File: config.mk
export PLATFORM = sky130hd
export DESIGN_NAME = fifo_ro_param
export DESIGN_NICKNAME = d
export VERILOG_FILES = /design/src/rtl/fifo_ro_param.sv
export SDC_FILE = /design/constraint.sdc
export NUM_CORES = 1
export LEC_CHECK = 0
export ABC_AREA = 1
export CORE_UTILIZATION = 40
export CTS_BUF_LIST = sky130_fd_sc_hd__clkbuf_8
export DETAILED_ROUTE_END_ITERATION = 10
export PLACE_DENSITY = 0.66
export SLEW_MARGIN = 40
export SYNTH_ARGS = -nofsm -noshare
export SYNTH_HDL_FRONTEND = slang
export SYNTH_SLANG_ARGS = --single-unit
File: constraint.sdc
create_clock -name clk -period 2.2 [get_ports clk]
set_input_delay 0.44 -clock clk [delete_from_list [all_inputs] [get_ports clk]]
set_output_delay 0.44 -clock clk [all_outputs]
set_load 0.1 [all_outputs]
File: src/rtl/fifo_ro_param.sv
// -----------------------------------------------------------------------------
// fifo_ro_param
//
// Single-clock, show-ahead FIFO with req/ack handshakes on both sides, an
// arbitrary (non-power-of-two) depth, an occupancy count, almost-full /
// almost-empty flags and a synchronous flush.
//
// Parameters:
//   DW        data width in bits (>= 1)
//   DEPTH     number of entries (>= 2, any integer)
//   AF_LEVEL  almost_full  when count >= AF_LEVEL (1..DEPTH)
//   AE_LEVEL  almost_empty when count <= AE_LEVEL (0..DEPTH-1)
//
// Ports:
//   clk           clock, all state updates on the rising edge
//   rstn          synchronous active-low reset (priority over flush)
//   d_in          write data
//   req_in        producer offers d_in
//   ack_in        FIFO can accept; a write happens on req_in & ack_in
//   d_out         head-of-FIFO data (show-ahead)
//   req_out       d_out valid (FIFO not empty)
//   ack_out       consumer takes d_out; a read happens on req_out & ack_out
//   flush         synchronous clear of pointers and count
//   count         occupancy, 0..DEPTH
//   almost_full   count >= AF_LEVEL
//   almost_empty  count <= AE_LEVEL
//
// Optional feature, macro FIFO_STAT_EN:
//   full_cnt      16-bit saturating count of cycles with a write blocked
//   empty_cnt     16-bit saturating count of cycles with a read on empty
//   Both clear on reset only; a flush leaves them untouched.
// -----------------------------------------------------------------------------
module fifo_ro_param #(
    parameter int DW       = 8,
    parameter int DEPTH    = 7,
    parameter int AF_LEVEL = DEPTH - 1,
    parameter int AE_LEVEL = 1
) (
    input  logic                       clk,
    input  logic                       rstn,
    input  logic [DW-1:0]              d_in,
    input  logic                       req_in,
    output logic                       ack_in,
    output logic [DW-1:0]              d_out,
    output logic                       req_out,
    input  logic                       ack_out,
    input  logic                       flush,
    output logic [$clog2(DEPTH+1)-1:0] count,
`ifdef FIFO_STAT_EN
    output logic [15:0]                full_cnt,
    output logic [15:0]                empty_cnt,
`endif
    output logic                       almost_full,
    output logic                       almost_empty
);

    localparam int CW = $clog2(DEPTH + 1);
    localparam int PW = $clog2(DEPTH);

    localparam logic [CW-1:0] FULL_C = CW'(DEPTH);
    localparam logic [CW-1:0] AF_C   = CW'(AF_LEVEL);
    localparam logic [CW-1:0] AE_C   = CW'(AE_LEVEL);
    localparam logic [PW-1:0] LAST_C = PW'(DEPTH - 1);

    logic [DW-1:0] mem_q [DEPTH];
    logic [PW-1:0] wr_ptr_q, wr_ptr_d;
    logic [PW-1:0] rd_ptr_q, rd_ptr_d;
    logic [CW-1:0] count_q,  count_d;
    logic          wr_en, rd_en;

    // Pointers wrap explicitly at DEPTH-1 so any depth works, not just 2^n.
    function automatic logic [PW-1:0] ptr_inc(input logic [PW-1:0] p);
        return (p == LAST_C) ? '0 : p + 1'b1;
    endfunction

    // Handshakes depend only on registered state plus rstn/flush, so a full
    // FIFO refuses a write even when a read is concurrent (no read-through).
    assign ack_in  = (count_q != FULL_C) & rstn & ~flush;
    assign req_out = (count_q != '0)     & rstn & ~flush;
    assign wr_en   = req_in  & ack_in;
    assign rd_en   = req_out & ack_out;

    assign d_out        = mem_q[rd_ptr_q];
    assign count        = count_q;
    assign almost_full  = (count_q >= AF_C);
    assign almost_empty = (count_q <= AE_C);

    always_comb begin
        // NOTE: every combinational output gets a default first so no path
        // through the block leaves it unassigned (which would infer a latch).
        wr_ptr_d = wr_ptr_q;
        rd_ptr_d = rd_ptr_q;
        count_d  = count_q;
        if (flush) begin
            wr_ptr_d = '0;
            rd_ptr_d = '0;
            count_d  = '0;
        end else begin
            if (wr_en) wr_ptr_d = ptr_inc(wr_ptr_q);
            if (rd_en) rd_ptr_d = ptr_inc(rd_ptr_q);
            unique case ({wr_en, rd_en})
                2'b10:   count_d = count_q + 1'b1;
                2'b01:   count_d = count_q - 1'b1;
                default: count_d = count_q;
            endcase
        end
    end

    always_ff @(posedge clk) begin
        // NOTE: sequential state uses non-blocking assignments so every
        // register samples the pre-edge values, independent of block order.
        if (!rstn) begin
            wr_ptr_q <= '0;
            rd_ptr_q <= '0;
            count_q  <= '0;
        end else begin
            wr_ptr_q <= wr_ptr_d;
            rd_ptr_q <= rd_ptr_d;
            count_q  <= count_d;
        end
    end

    // NOTE: storage is deliberately not reset; req_out masks stale entries,
    // and leaving it unreset lets the array map onto plain RAM/flops.
    always_ff @(posedge clk) begin
        if (wr_en) mem_q[wr_ptr_q] <= d_in;
    end

`ifdef FIFO_STAT_EN
    logic [15:0] full_cnt_q, empty_cnt_q;

    // rstn is already known high inside the else branch.
    always_ff @(posedge clk) begin
        if (!rstn) begin
            full_cnt_q  <= '0;
            empty_cnt_q <= '0;
        end else begin
            if (req_in & ~ack_in & ~flush & ~&full_cnt_q)
                full_cnt_q <= full_cnt_q + 16'd1;
            if (ack_out & ~req_out & ~flush & ~&empty_cnt_q)
                empty_cnt_q <= empty_cnt_q + 16'd1;
        end
    end

    assign full_cnt  = full_cnt_q;
    assign empty_cnt = empty_cnt_q;
`endif

endmodule

### The metal 3 layer, run 1

Scale bar: 20 µm. Cells faint in the background.
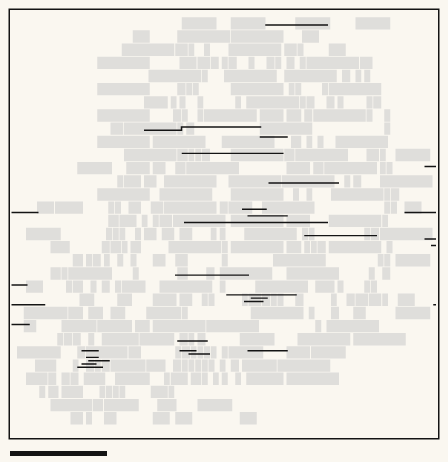
nets with wire on the layer = 25
share of all routed wire = 4.0%
main direction = horizontal
longest straight run = 29.4 µm
wire length on this layer = 239 µm

### Placement view, run 1

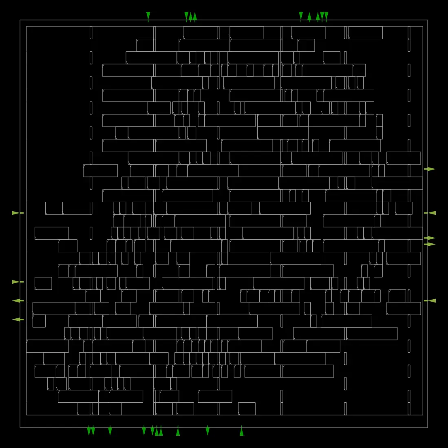
num rows: 31
flop count: 68
core box area: 7250 µm²
Tapcells: 99
Layout Cells excl Fill: 423

==> impl_metrics.json, run 1 <==
{
  "synth_seq_share": 0.643,
  "first_global_vias": 1940,
  "fin_tns_setup_ps": 0,
  "worstPathMaxFanout": 22,
  "crit_type": "reg2out",
  "finalSetupViolations": 0,
  "required_ps": 1760,
  "synthCells": 276,
  "syn_nets": 296,
  "die-area_um2": 7820,
  "cap_violations": 0,
  "endpoint_kind": "output port",
  "io_buffers": 27,
  "synth_cell_type_count": 31,
  "antenna_left": 0,
  "final-hold-violation-count": 0,
  "hold-worst-slack_ps": 533,
  "worst_pin_slew_ps": 342,
  "syn_area_um2": 2990,
  "ys_top_cells_by_count": "61 x nand2_1, 56 x edfxtp_1, 40 x nor2_1",
  "clockBufferDepth": 2,
  "worstPathArrival_ps": 1610,
  "drt_first_pass_iters": 4,
  "die_h_um": 88.4,
  "r2r_slack_ps": 470,
  "yosys_area_um2": 2990,
  "groute.usage.overall": 0.169,
  "nFillCells": 632,
  "most_common_cell": "nand2_1",
  "r2r_end": "mem_q[0][0]",
  "drt-wirelength-per-cell_um": 14.2,
  "comb_area_um2": 960,
  "topCellsByArea": "edfxtp_1 56%, dfxtp_1 8.0%, nand2_1 7.7%",
  "viasPerCell": 4.85,
  "hold_path.class": "reg2reg",
  "hold_start": "rd_ptr_q[2]",
  "warnings": 30,
  "top_area_cell": "edfxtp_1",
  "yosys-stat-cells": 276,
  "top_area_frac": 0.563,
  "finalMaxSlewViolations": 0,
  "cts-root-buf": "clkbuf_8",
  "outcome": "completed",
  "fin_skew_ps": 7.85,
  "cts_tree": "built",
  "yosys_warnings": 0,
  "rr_startpoint": "count[1]",
  "final_area_um2": 3830,
  "drt_iter0_drc": 105,
  "initial_core_util": 0.412,
  "cts-hold-fix-buffers": 0,
  "cp-start-kind": "register",
  "edf_count": 56,
  "leakagePower_nw": 1.45,
  "async_flop_share": 0,
  "drive_gt1_frac": 0.247,
  "r2r_cells": 6,
  "grt_overflow_total": 0,
  "pin_count": 28,
  "fmax_mhz": 488,
  "gp_congestion": 0.768,
  "clk_pin_slew_ps": 70,
  "n_antenna_cell": 0,
  "dominantRegCellSynth": "edfxtp_1",
  "rsz0062_at_grt": "false",
  "ctsHtreeMaxLevel": 3,
  "grt_pass1_wl_um": 9610,
  "ir_worst_vdd_v": 0.000258,
  "cts-buffers-inserted": 9,
  "endpoint": "d_out[2]",
  "antenna_found_initial": 0,
  "hpwl_um": 4180,
  "clkLatencyLatePin_ps": 340,
  "nets": 339,
  "slew_headroom": 0.772,
  "ys_ff": 68,
  "synth_area_per_cell_um2": 10.8,
  "drc": 0,
  "fin_crit_sh": 0.931,
  "final.min_clock_period_ps": 2050,
  "dpl_cell_area_um2": 3600,
  "grt_max_degree": 25,
  "area_growth_syn_to_layout_pct": 28.0,
  "flop_area_um2": 1930
}
### Metal 2, run 1

Cells faint in the background.
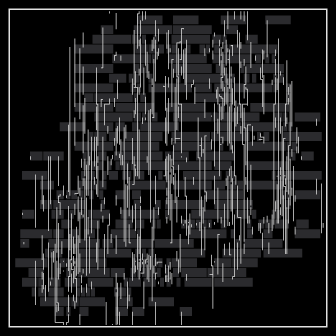
wire length on this layer = 2950 µm
share of all routed wire = 49%
nets with wire on the layer = 260
longest straight run = 51.7 µm
grt met2 use: 0.277
Final Routed Wirelength: 5990 µm
via count: 2052

[run 1: stage by stage]
| step | worst slack, ps | cells | utilization |
|---|---|---|---|
| finish | 152 | 423 | 0.528 |
| global route | 23.2 | 423 | 0.528 |
| CTS | 42.5 | 423 | 0.527 |
| detailed placement | 105 | 407 | 0.496 |
| global placement | 168 | 407 | 0.496 |
| floorplan | 26.6 | 276 | - |
[run 1: where the power goes]
part	total, mW	internal, mW	switching (mW)
clock	1.12	0.643	0.480
sequential	1.40	1.40	0.00571
combinational	0.195	0.0697	0.126
[run 1: metal layers]
layer / track usage / share of wire / vias to the layer above
met4: 0.0572 / 0.011 / 0
met1: 0.222 / 0.46 / 973
met2: 0.277 / 0.49 / 55
met5: 0 / 0 / -
met3: 0.0410 / 0.040 / 5
li1: - / - / 1019
[run 1: what timing repair did]
item,CTS,global route
endpoints found under the hold margin,0,0
setup endpoints to repair,0,8
setup buffers,0,0
gates resized,0,2
[run 1: worst min-delay path by stage]
stage	cells past startpoint	endpoint	slack [ps]
after floorplan	2	register	490
after global placement	2	rd_ptr_q[2]	510
after detailed placement	2	register	520
after CTS	2	register	530
after global routing	2	rd_ptr_q[2]	570
final	2	register	530
[run 1: placed cells by master (no fill, tap or decap), types with 3 or more instances in the layout]
master           synthesis  routed
clkdlybuf4s50_1          0      12
o211ai_1                 8       8
inv_2                    4       4
inv_1                   15      15
buf_12                   0      13
edfxtp_1                56      56
dfxtp_1                 12       8
clkbuf_8                 0       9
o21ai_0                 10      10
buf_4                    1      16
nand2_1                 61      61
nand3_1                 11      11
nor2_1                  40      37
nand2_2                  4       4
ha_4                     0       3
a21oi_1                  8       7
o21ai_1                 11      11
ha_1                     7       4
nor2_2                   5       7
[run 1: critical path, stage by stage, from the launching register on]
cell     delay [ps]
dfxtp_2         430
buf_12          190
nor2_1           70
nor2_1          100
o21ai_1          70
nand2_1          70
nand2_1          40
nand2_1         120
buf_12          180
[run 1: logic make-up after synthesis]
kind of cell    synth area share
fa+ha+maj                 0.0293
flops                      0.643
xor+xnor                 0.00293
compound gates            0.0787
simple gates               0.191
buf+inv                   0.0548
[run 1: flip-flops by register name, summed over array words and instances, names as in the netlist, named ones only]
name	flops
mem_q	56
count	3
wr_ptr_q	3
rd_ptr_q	3
[run 1: area by class of cell]
class,count,share of cell area
multi-input combinational,178,0.251
clock buffer,9,0.0324
clock inverter,7,0.0258
timing repair buffer,41,0.131
sequential,68,0.505
inverter,21,0.0232
tap,99,0.0324
## Run 2: what changed since run 1
==> constraint.sdc (replaced) <==
create_clock -name clk -period 2.6 [get_ports clk]
set_input_delay 0.52 -clock clk [delete_from_list [all_inputs] [get_ports clk]]
set_output_delay 0.52 -clock clk [all_outputs]
set_load 0.1 [all_outputs]
### The metal 1 layer, run 2

Scale bar: 20 µm. Cells faint in the background.
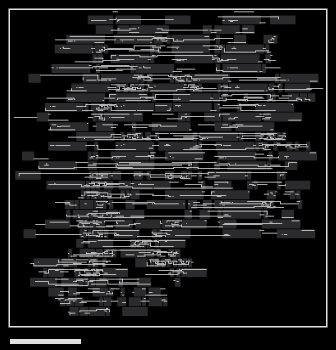
share of all routed wire = 47%
wire length on this layer = 2720 µm
main direction = horizontal
nets with wire on the layer = 303
longest straight run = 29.9 µm

### Register map, names as in the netlist, run 2

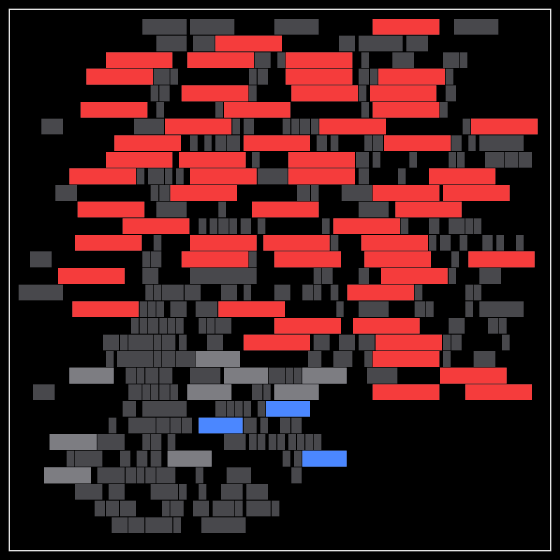
red -> mem_q  # sequential cells 56
blue -> rd_ptr_q  # sequential cells 3
not colored = 9

==> impl_metrics.json, run 2 <==
{
  "flop_area_um2": 1920,
  "syn_nets": 296,
  "fin_crit_sh": 0.826,
  "required_ps": 2080,
  "pin_count": 28,
  "warnings": 30,
  "clkLatencyLatePin_ps": 330,
  "routed_wl_um": 5760,
  "r2r_end": "mem_q[0][4]",
  "r2r_slack_ps": 750,
  "cts_tree": "built",
  "cts-hold-fix-buffers": 0,
  "topCellsByArea": "edfxtp_1 56%, dfxtp_1 8.0%, nand2_1 7.7%",
  "antenna_left": 0,
  "synth_seq_share": 0.643,
  "top_area_frac": 0.563,
  "layout_top_cells": "61 x nand2_1, 56 x edfxtp_1, 37 x nor2_1",
  "n_antenna_cell": 0,
  "leakagePower_nw": 1.41,
  "fin_cells": 418,
  "drt-wirelength-per-cell_um": 13.8,
  "final_area_um2": 3660,
  "worstPathMaxFanout": 12,
  "grt_max_degree": 25,
  "largest_reg_flops": 56,
  "slew_headroom": 0.769,
  "place_ws_ps": 328,
  "final-hold-violation-count": 0,
  "ys_ff": 68,
  "io_buffers": 27,
  "antenna_found_initial": 0,
  "cts.sink_count": 68,
  "yosys_warnings": 0,
  "rsz0062_at_grt": "false",
  "hold_path.class": "reg2reg",
  "cts_setup_buffers": 0,
  "edf_count": 56,
  "die_h_um": 88.4,
  "worstPathArrival_ps": 1630,
  "initial_core_util": 0.412,
  "dominantRegCellSynth": "edfxtp_1",
  "nFillCells": 639,
  "area_growth_syn_to_layout_pct": 22.5,
  "dpl_cell_area_um2": 3490,
  "fin_tns_setup_ps": 0,
  "r2r_cells": 6,
  "grt_pass1_wl_um": 9280,
  "synth_cell_type_count": 31,
  "std_cell_rows": 31,
  "finalMaxSlewViolations": 0,
  "top_area_cell": "edfxtp_1",
  "endpoint_kind": "output port",
  "synth_area_per_cell_um2": 10.8,
  "fin_ws_ps": 454,
  "yosys-stat-cells": 276,
  "viasPerCell": 4.74,
  "most_common_cell": "nand2_1",
  "cp-start-kind": "register",
  "clk_pin_slew_ps": 70,
  "gp_congestion": 0.739,
  "hold_path_end": "rd_ptr_q[2]",
  "syn_area_um2": 2990,
  "drc": 0,
  "ctsHtreeMaxLevel": 3,
  "first_global_vias": 1838,
  "cap_violations": 0,
  "drive_gt1_frac": 0.207,
  "vias": 1983,
  "yosys_area_um2": 2990,
  "outcome": "completed",
  "worst_pin_slew_ps": 346,
  "final_util": 0.505,
  "nets": 336,
  "grt_overflow_total": 0,
  "hold_start": "rd_ptr_q[2]",
  "cts-root-buf": "clkbuf_8",
  "fmax_mhz": 466,
  "layout_top_cell": "nand2_1",
  "hold-worst-slack_ps": 540,
  "holdPathStages": 2,
  "post_cts_resized": 0,
  "clockBufferDepth": 2,
  "crit_type": "reg2out",
  "finalSetupViolations": 0,
  "core_um2": 7250,
  "final.min_clock_period_ps": 2150,
  "hpwl_um": 3710,
  "fin_skew_ps": 7.53,
  "ir_worst_vdd_v": 0.000268,
  "dp.cells": 404,
  "largest-register": "mem_q",
  "die-area_um2": 7820,
  "drt_iter0_drc": 147,
  "rr_startpoint": "count[0]",
  "async_flop_share": 0,
  "synthCells": 276,
  "ys_top_cells_by_count": "61 x nand2_1, 56 x edfxtp_1, 40 x nor2_1",
  "groute.usage.overall": 0.165,
  "comb_area_um2": 916,
  "cts-buffers-inserted": 9
}
[run 2: cell counts after synthesis]
No cell type changed its count.
[run 2: final cells by class]
type / count / share of cell area
timing repair buffer: 38 / 0.120
tap: 99 / 0.0338
sequential: 68 / 0.526
clock inverter: 5 / 0.0126
clock buffer: 9 / 0.0338
multi-input combinational: 178 / 0.250
inverter: 21 / 0.0236
[run 2: worst max path at each step]
stage / slack (ps) / to / start / cells past startpoint
6_report: 450 / d_out[0] / register / 8
5_1_grt: 270 / d_out[0] / register / 8
4_1_cts: 420 / d_out[0] / register / 8
3_5_place_dp: 330 / count[2] / flush / 9
3_3_place_gp: 370 / count[2] / rstn / 8
2_1_floorplan: 20 / count[2] / count[2] / 7
[run 2: cell families after synthesis]
| kind of cell | share of synthesized area |
|---|---|
| adder cells (fa/ha/maj) | 0.0293 |
| buffers and inverters | 0.0548 |
| AND/OR/NAND/NOR | 0.191 |
| flip-flops | 0.643 |
| AND-OR/OR-AND | 0.0787 |
| XOR/XNOR | 0.00293 |
[run 2: critical path, stage by stage, from the launching register on]
cell and delay [ps]:
dfxtp_1 420, buf_4 230, nor2_1 70, nor2_1 80, o21ai_1 60, nand2_1 80
nand2_1 60, nand2_1 130, buf_12 180
[run 2: routing by layer]
metal	global-route usage	routed length, µm
met1	0.224	2720
met2	0.266	2730
met3	0.0392	256
met4	0.0440	45
met5	0	0
[run 2: where the power goes]
part,leakage (nW),internal (mW),total [mW],switching (mW)
sequential,0.602,1.18,1.19,0.00356
combinational,0.713,0.0529,0.156,0.103
clock,0.0912,0.421,0.781,0.360
total,1.41,1.66,2.12,0.467
## Run 3: what changed since run 2
--- a/config.mk
+++ b/config.mk
@@ -9,7 +9,7 @@
 export CORE_UTILIZATION = 40
 export CTS_BUF_LIST = sky130_fd_sc_hd__clkbuf_8
 export DETAILED_ROUTE_END_ITERATION = 10
-export PLACE_DENSITY = 0.66
+export PLACE_DENSITY = 0.68
 export SLEW_MARGIN = 40
 export SYNTH_ARGS = -nofsm -noshare
 export SYNTH_HDL_FRONTEND = slang
==> constraint.sdc (replaced) <==
create_clock -name clk -period 1.9 [get_ports clk]
set_input_delay 0.38 -clock clk [delete_from_list [all_inputs] [get_ports clk]]
set_output_delay 0.38 -clock clk [all_outputs]
set_load 0.1 [all_outputs]
### Metal 2, run 3

Cells faint in the background.
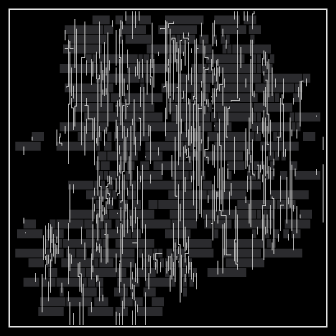
share of all routed wire = 48%
wire length on this layer = 2900 µm
longest straight run = 51.0 µm
nets with wire on the layer = 261
via count: 2060
Final Routed Wirelength: 6020 µm

### The metal 3 layer, run 3

Scale bar: 20 µm. Cells faint in the background.
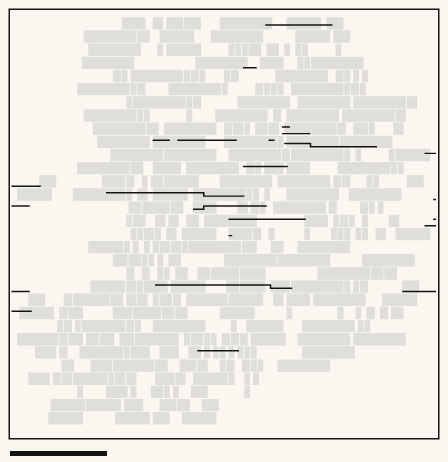
share of all routed wire = 3.2%
longest straight run = 23.7 µm
main direction = horizontal
wire length on this layer = 193 µm
Global Route met3 Usage: 0.0560

==> impl_metrics.json, run 3 <==
{
  "outcome": "complete, but fails checks",
  "violations": "negative setup slack",
  "grt_overflow_total": 0,
  "cp_top_family": "flip-flops",
  "finalSetupViolations": 5,
  "worstPathMaxFanout": 13,
  "warnings": 33,
  "r2r_slack_ps": 200,
  "fin_ws_ps": -29.5,
  "drive_gt1_frac": 0.316,
  "core_um2": 7250,
  "rr_startpoint": "count[1]",
  "largest-register": "mem_q",
  "syn_nets": 296,
  "hold_start": "rd_ptr_q[2]",
  "cts-buffers-inserted": 9,
  "synth_seq_share": 0.643,
  "fin_cells": 438,
  "p_comb_frac": 0.086,
  "gp_congestion": 0.867,
  "dp.cells": 419,
  "finalMaxSlewViolations": 0,
  "area_growth_syn_to_layout_pct": 35.6,
  "cap_violations": 0,
  "std_cell_rows": 31,
  "nFillCells": 605,
  "antenna_found_initial": 0,
  "ctsHtreeMaxLevel": 3,
  "fmax_mhz": 518,
  "slew_headroom": 0.765,
  "critical-path-max-stage-delay_ps": 420,
  "yosys_area_um2": 2990,
  "worst_pin_slew_ps": 352,
  "io_buffers": 27,
  "leakagePower_nw": 1.51,
  "fin_crit_sh": 1.02,
  "ys_ff": 68,
  "most_common_cell": "nand2_1",
  "rsz0062_at_grt": "true",
  "yosys_warnings": 0,
  "edf_count": 56,
  "synthCells": 276,
  "largest_reg_flops": 56,
  "first_global_vias": 1963,
  "top_area_frac": 0.563,
  "n_antenna_cell": 0,
  "pwr-share-clk": 0.370,
  "yosys-stat-cells": 276,
  "path_buffers": 2,
  "ir_worst_vdd_v": 0.000305,
  "async_flop_share": 0,
  "topCellsByArea": "edfxtp_1 56%, dfxtp_1 8.0%, nand2_1 7.7%",
  "required_ps": 1520,
  "slowest_stage": "dfxtp_4",
  "groute.usage.overall": 0.171,
  "cp-start-kind": "register",
  "path_common_cell": "nand2_1",
  "clk_pin_slew_ps": 70,
  "synth_cell_type_count": 31,
  "grt_pass1_wl_um": 9540,
  "drt_iter0_drc": 97,
  "nets": 354,
  "cts_tree": "built",
  "seqPwrFrac": 0.544,
  "initial_core_util": 0.412,
  "pin_count": 28,
  "cts-root-buf": "clkbuf_8",
  "die_x_um": 88.4,
  "hold_path.class": "reg2reg",
  "drc": 0,
  "final-hold-violation-count": 0,
  "layout_top_cells": "56 x edfxtp_1, 54 x nand2_1, 33 x nor2_1",
  "cts-hold-fix-buffers": 0,
  "layout_top_cell": "edfxtp_1",
  "p_int_mw": 2.30,
  "clockBufferDepth": 2,
  "worstPathCellList": "buf_8 > nor2_1 > nor2_1 > o21ai_1 > nand2_1 > nand2_1 > nand2_1 > buf_12",
  "die_h_um": 88.4,
  "viasPerCell": 4.70,
  "total_power_mw": 2.98,
  "syn_area_um2": 2990,
  "fin_skew_ps": 10.0,
  "crit_type": "reg2out",
  "ys_top_cells_by_count": "61 x nand2_1, 56 x edfxtp_1, 40 x nor2_1",
  "cts.sink_count": 68,
  "synth_area_per_cell_um2": 10.8,
  "die-area_um2": 7820,
  "clkLatencyLatePin_ps": 340,
  "grt_max_degree": 25,
  "endpoint_kind": "output port",
  "worstPathArrival_ps": 1550,
  "power_switching_mw": 0.678,
  "cellPowerDensity_nw_per_um2": 736,
  "hpwl_um": 4130,
  "dominantRegCellSynth": "edfxtp_1",
  "drt-wirelength-per-cell_um": 13.7,
  "switching_share": 0.227,
  "antenna_left": 0,
  "final.min_clock_period_ps": 1930,
  "top_area_cell": "edfxtp_1",
  "fin_tns_setup_ps": -75.4,
  "drt_first_pass_iters": 4
}
[run 3: timing repair]
action	in CTS	in global routing
endpoints found under the setup margin	9	9
gates resized	7	16
pin swaps	0	1
cloned	0	1
buffers inserted	0	2
[run 3: final cells by class]
cell class                 count  area (µm²)  area share
tap                           99         124      0.0306
clock inverter                 7        58.8      0.0145
clock buffer                   9         124      0.0306
multi-input combinational    178        1010       0.250
inverter                      21         100      0.0247
sequential                    68        1940       0.477
timing repair inverter         1        11.3     0.00278
timing repair buffer          55         687       0.169
[run 3: worst paths after layout]
| path | to | cells after the start |
|---|---|---|
| max | d_out[5] | 8 |
| max reg2reg | mem_q[0][3] | 6 |
| min reg2reg | register | 2 |
| min | register | 2 |
[run 3: cells by family (layout without fill, tap and decap cells)]
family | count (synthesis) | after routing | synth area share
XOR/XNOR | 1 | 1 | 0.00293
AND-OR/OR-AND | 41 | 41 | 0.0787
adder cells (fa/ha/maj) | 7 | 7 | 0.0293
AND/OR/NAND/NOR | 129 | 129 | 0.191
flip-flops | 68 | 68 | 0.643
buffers and inverters | 30 | 93 | 0.0548
[run 3: metrics by stage]
stage | worst slack (ps) | util | area, µm² | hold WS (ps)
3_5_place_dp | -54.4 | 0.522 | 3790 | 509
2_1_floorplan | -249 | - | 3090 | 479
4_1_cts | -37.6 | 0.549 | 3980 | 517
5_1_grt | -119 | 0.559 | 4050 | 552
3_3_place_gp | -25.6 | 0.522 | 3790 | 505
6_report | -29.5 | 0.559 | 4050 | 510
[run 3: routing by layer]
metal | track usage | vias up | wire [µm]
met2 | 0.274 | 35 | 2900
met1 | 0.221 | 961 | 2850
li1 | - | 1057 | -
met5 | 0 | - | 0
met3 | 0.0560 | 7 | 192
met4 | 0.0528 | 0 | 74
[run 3: tightest hold or removal path: cells and delay by family (launching register included)]
family / cells / cell delay [ps]
AOI/OAI and AO/OA: 1 / 70
DFF: 1 / 330
and+or+nand+nor: 1 / 70
[run 3: power groups by stage]
stage / sequential, mW / combinational (mW) / clock, mW
detailed placement: 1.66 / 0.251 / 0
floorplan: 1.67 / 0.118 / 0
global route: 1.62 / 0.270 / 1.21
finish: 1.62 / 0.256 / 1.10
CTS: 1.62 / 0.252 / 1.14
global placement: 1.66 / 0.248 / 0
Power and IR drop assume default switching activity.
